placed.png
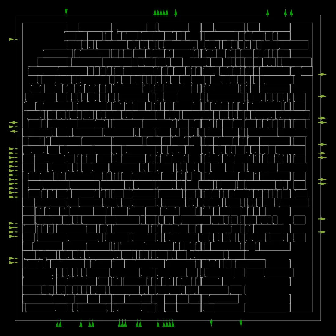
m2.png
(4 px per um)
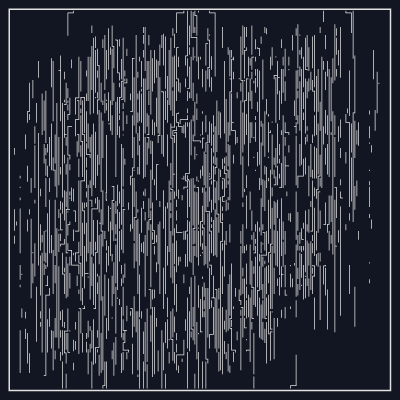
layers.png
(3 px per um) Only two layers are drawn.
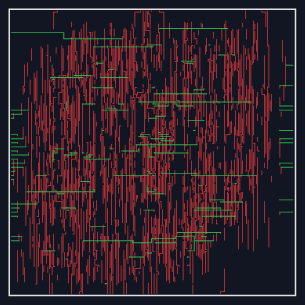
port_trees.png
(3 px per um)
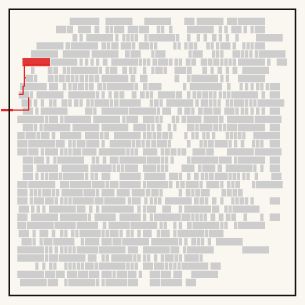
pinout.png
(4 px per um) Pins as bars across the die edge, other pins in grey.
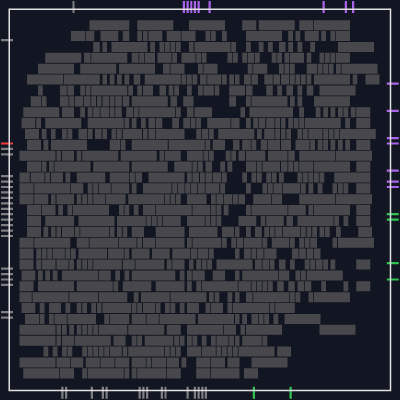
===== src/rtl/toggle_monitor.sv =====
// toggle_monitor: measures switching activity on a bus. Every qualified sample
// after the first is compared with the previous one. The number of flipped bits
// is summed over a window of WINDOW transitions. The largest single-transition
// flip count is also tracked. Each window result is offered on a valid/ready
// output. A sticky overrun flag records any result dropped because the consumer
// was not ready.
module toggle_monitor #(
  parameter int WIDTH  = 32,
  parameter int WINDOW = 16,
  parameter int ACCW   = 16,
  localparam int PW    = $clog2(WIDTH + 1),
  localparam int TW    = $clog2(WINDOW + 1)
) (
  input  logic             clk,
  input  logic             reset,
  input  logic [WIDTH-1:0] din,
  input  logic             din_valid,
  output logic [ACCW-1:0]  out_count,
  output logic [PW-1:0]    out_peak,
  output logic             out_valid,
  input  logic             out_ready,
  output logic             overrun
);

  typedef enum logic {
    S_UNPRIMED = 1'b0,
    S_RUN      = 1'b1
  } state_t;

  state_t           r_state;
  state_t           w_state_nxt;
  logic             w_prime;
  logic             w_sample;

  logic [WIDTH-1:0] r_prev;
  logic [ACCW-1:0]  r_acc;
  logic [PW-1:0]    r_peak;
  logic [TW-1:0]    r_tcnt;

  logic [ACCW-1:0]  r_out_count;
  logic [PW-1:0]    r_out_peak;
  logic             r_out_valid;
  logic             r_overrun;

  logic [PW-1:0]    w_hd;
  logic [ACCW-1:0]  w_acc_sum;
  logic [PW-1:0]    w_peak_max;
  logic             w_done;
  logic             w_xfer;

  // Number of set bits in a bus word.
  function automatic logic [PW-1:0] f_popcount(input logic [WIDTH-1:0] v);
    logic [PW-1:0] c;
    c = '0;
    for (int i = 0; i < WIDTH; i++) begin
      c = c + PW'(v[i]);
    end
    return c;
  endfunction

  // Accumulator add that sticks at all-ones instead of wrapping.
  function automatic logic [ACCW-1:0] f_sat_add(input logic [ACCW-1:0] a,
                                                input logic [PW-1:0]   b);
    logic [ACCW:0] s;
    s = {1'b0, a} + (ACCW + 1)'(b);
    return s[ACCW] ? {ACCW{1'b1}} : s[ACCW-1:0];
  endfunction

  assign w_hd       = f_popcount(din ^ r_prev);
  assign w_acc_sum  = f_sat_add(r_acc, w_hd);
  assign w_peak_max = (w_hd > r_peak) ? w_hd : r_peak;
  // A counted sample that is the last transition of the window.
  assign w_done     = w_sample && (r_tcnt == TW'(WINDOW - 1));
  // out_ready only matters while a result is actually being offered.
  assign w_xfer     = r_out_valid && out_ready;

  // State register: tracks whether a reference sample is held.
  always_ff @(posedge clk or posedge reset) begin
    if (reset) begin
      r_state <= S_UNPRIMED;
    end else begin
      r_state <= w_state_nxt;
    end
  end

  // Next state: the first valid sample primes, every later one is counted.
  always_comb begin
    w_state_nxt = r_state;
    w_prime     = 1'b0;
    w_sample    = 1'b0;
    case (r_state)
      S_UNPRIMED: begin
        if (din_valid) begin
          w_prime     = 1'b1;
          w_state_nxt = S_RUN;
        end
      end
      S_RUN: begin
        w_sample = din_valid;
      end
      default: begin
        w_state_nxt = S_UNPRIMED;
      end
    endcase
  end

  // Window accumulation; prev survives a window boundary so windows abut.
  always_ff @(posedge clk or posedge reset) begin
    if (reset) begin
      r_prev <= '0;
      r_acc  <= '0;
      r_peak <= '0;
      r_tcnt <= '0;
    end else if (w_prime) begin
      r_prev <= din;
    end else if (w_sample) begin
      r_prev <= din;
      if (w_done) begin
        r_acc  <= '0;
        r_peak <= '0;
        r_tcnt <= '0;
      end else begin
        r_acc  <= w_acc_sum;
        r_peak <= w_peak_max;
        r_tcnt <= r_tcnt + TW'(1);
      end
    end
  end

  // Result holding register and handshake; a result arriving while the
  // previous one is still unconsumed is dropped and flagged.
  always_ff @(posedge clk or posedge reset) begin
    if (reset) begin
      r_out_count <= '0;
      r_out_peak  <= '0;
      r_out_valid <= 1'b0;
      r_overrun   <= 1'b0;
    end else if (w_done) begin
      if (!r_out_valid || out_ready) begin
        r_out_count <= w_acc_sum;
        r_out_peak  <= w_peak_max;
        r_out_valid <= 1'b1;
      end else begin
        r_overrun <= 1'b1;
      end
    end else if (w_xfer) begin
      r_out_valid <= 1'b0;
    end
  end

  assign out_count = r_out_count;
  assign out_peak  = r_out_peak;
  assign out_valid = r_out_valid;
  assign overrun   = r_overrun;

endmodule

===== config.mk =====
export PLATFORM = sky130hd
export DESIGN_NAME = toggle_monitor
export DESIGN_NICKNAME = d
export VERILOG_FILES = /design/src/rtl/toggle_monitor.sv
export SDC_FILE = /design/constraint.sdc
export NUM_CORES = 1
export LEC_CHECK = 0
export ABC_AREA = 1
export ABC_CLOCK_PERIOD_IN_PS = 9700
export CORE_MARGIN = 2
export CORE_UTILIZATION = 63
export CTS_BUF_LIST = sky130_fd_sc_hd__clkbuf_8
export DETAILED_ROUTE_END_ITERATION = 8
export GPL_TIMING_DRIVEN = 0
export PLACE_DENSITY = 0.95
export SYNTH_ARGS = -nofsm -noshare
export SYNTH_HDL_FRONTEND = slang
export SYNTH_SLANG_ARGS = --single-unit

===== constraint.sdc =====
create_clock -name clk -period 9.7 [get_ports clk]
set_input_delay 1.455 -clock clk [delete_from_list [all_inputs] [get_ports clk]]
set_output_delay 1.455 -clock clk [all_outputs]
set_load 0.02 [all_outputs]

==> impl_metrics.tcl <==
# flow metrics
set metrics [dict create \
    slowest_delay_ps 550 \
    final_hold_viol_count 0 \
    grt_pass1_vias 4777 \
    hold_depth 2 \
    crit_type "primary input to flop" \
    start_kind "primary input" \
    dr.first_iter.drc_count 303 \
    clock_skew_ps 15.47 \
    rr_endpoint "r_acc[6]" \
    rr_worst_depth 27 \
    gp_congestion 0.9254 \
    top_cell "nand2_1" \
    hold_path.class "flop to flop" \
    edf_count 0 \
    diodes 0 \
    cp_num_cells 28 \
    grt_overflow 0 \
    synth_cell_type_count 30 \
    comb_share_pct 44.25 \
    synthCells 636 \
    simple_gate_share_pct 28.16 \
    mux_area_share_pct 0 \
    place_hpwl_um 9447 \
    clk-insertion-delay-late_ps 370 \
    endpoint_kind "flop" \
    cts.sink_count 84 \
    inverters 76 \
    yosys.area.top_type "dfrtp_1" \
    fin_nets 788 \
    cts_tree "yes" \
    common_cells "nand2_1 (261), dfrtp_1 (84), inv_1 (76)" \
    status "complete, no violations" \
    grt_pass1_wl_um 21780 \
    fp_util_pct 64.35 \
    cap_violations 0 \
    viasPerCell 5.471 \
    hold_buffers 0 \
    fin_crit_ps 7865 \
    top_logic_kind "simple AND/OR/NAND/NOR gates" \
    cts_buffer_depth 2 \
    cp_data_arrival_time_ps 8160 \
    fin_area_sq_mm 0.006178 \
    post_dp_cell_area_sq_mm 0.005949 \
    yosysWarnings 0 \
    syn2layout_area_growth_pct 18.64 \
    max_freq_ghz 0.1272 \
    finalMaxSlewViolations 0 \
    netlist_area_sq_mm 0.005207 \
    cts_max_level 3 \
    die-area_sq_mm 0.009009 \
    cts.repair.resized 0 \
    reg2reg_slack_ps 2960 \
    buffer_area_share_pct 11.24 \
    drt-pass1-iter-count 6 \
    yosys-stat-cells 636 \
    reg2reg_from "r_prev[11]" \
    crit_buf_inv 8 \
    combGateArea_sq_mm 0.002734 \
    tightestPinTransition_ps 612.7 \
    ys_sh_adder_pct 14.66 \
    final_layout_size_suffix_gt1_share_pct 6.751 \
    grt_start_max_net_pins 54 \
    required_ps 9990 \
    warnings 26 \
    ant_nets 0 \
    grt_setup_unrepaired "false" \
    seq_share_pct 34.02 \
    synth_top_area_share_pct 40.37 \
    xor_share_pct 5.887 \
    regArea_sq_mm 0.002102 \
    hold_end "out_count[6]" \
    critPathMostFrequentCell "fa_1" \
    clkCellAreaFrac_pct 3.706 \
    largestClassByArea "logic gates" \
    clkTransAtPathRegs_ps 80 \
    syn_avg_cell_area_sq_um 8.188 \
    aoi_share_pct 3.796 \
    clkbuf_count 9 \
    holdWs_ps 488.0 \
    cp_slowest_cell "fa_1" \
    antenna_found_initial 0 \
    ys_chip_area_sq_mm 0.005207 \
    ys_ff 84 \
    async_reset_ff_share_pct 100.0 \
    topCellsByArea "dfrtp_1 (40%), nand2_1 (19%), fa_1 (9.6%)" \
    relSlewSlack_pct 59.15 \
    setup_viol 0 \
    cts_made_buffers 9 \
    signal_buffers 76 \
    crit_fanout 10 \
    nWellTaps 105 \
    finalCritPeriodShare_pct 81.08 \
    tns_ps 0 \
    crit_family "adder cells" \
    root_buffer "clkbuf_8" \
    drt_drc_violations_left 0 \
    min-delay-start "out_count[6]" \
    cts_setup_buffers 0 \
    synth_nets 718 \
    logic_gates 459 \
    ff_type "dfrtp_1" \
    ys_seq_share_pct 40.37 \
]
Back to the opening pictures, placed.png:
core area: 0.008093 sq mm
flop count: 84
# fillers: 552
Layout Utilization: 76.35%
num rows: 33

Back to the opening pictures, m2.png:
- main direction: vertical
- wire length on this layer: 6490 um
- nets with wire on the layer: 677
- longest straight run: 35.7 um
- share of all routed wire: 50%
final WL: 12860 um
met2 usage: 54.08%
vias: 4464

Back to the opening pictures, layers.png:
- red: M2 (wire length 6490 um)
- green: M3 (wire length 669 um)
Total Routing Usage GR: 31.68%
wire length per cell: 15.75 um

Back to the opening pictures, port_trees.png:
- red: `overrun` (direction output; edge west; end cells 1; buffers 1; wire 30.4 um)
port buffer count: 58
IO Pins: 60

Back to the opening pictures, pinout.png:
- red: `overrun` (pins 1; direction output; edge west)
- green: `out_peak` (pins 6; direction output; edge 4 east, 2 south)
- purple: `out_count` (pins 16; direction output; edge 9 north, 7 east)
die width: 94.92 um
Die Y: 94.92 um

worst max-delay path by stage:
stage             from         to  slack, ps
3_3_place_gp    din[0]  r_acc[11]       1720
4_1_cts        din[11]   r_acc[6]       1830
6_report       din[11]   r_acc[6]       1840
2_1_floorplan   din[0]  r_acc[10]       2600
5_1_grt         din[1]  r_acc[14]       1470
3_5_place_dp   din[11]   r_acc[6]       1520
sequential cells by signal (all words and copies together), names as in the netlist:
signal,count
r_acc,16
r_peak,6
r_tcnt,5
out_peak,6
r_state,1
out_count,16
r_prev,32
overrun,1
out_valid,1
placed cells by master, fill, tap and decap left out, types with 2 or more instances in the layout:
master             n
nand2_1          261
dfrtp_1           84
inv_1             75
clkdlybuf4s50_1   58
nand3_1           38
fa_1              25
ha_1              21
xor2_1            19
xnor2_1           16
o21ai_0           14
nor2_1            14
a21oi_1           12
nand3_2           10
clkbuf_8           9
clkbuf_1           8
nand2_2            6
nand3b_1           5
buf_2              5
o211ai_1           4
nand4_1            3
nor3_1             3
buf_4              2
bufinv_16          2
inv_6              2
stage by stage:
step / worst slack, ps / cells
2_1_floorplan: 2598 / 636
3_3_place_gp: 1721 / 799
3_5_place_dp: 1525 / 800
4_1_cts: 1834 / 816
5_1_grt: 1474 / 816
6_report: 1835 / 816
tightest hold or removal path: cells and delay by family, from the launching register on:
family,cells,cell delay (ps)
DFF,1,350
and+or+nand+nor,2,100
routing by layer:
layer  vias up  wire [um]  track usage [%]
met3        42        668            5.507
met1      2135       5254            38.28
met2       184       6488            54.08
met4         0        443            16.91
li1       2103          -                -
met5         -          0                0
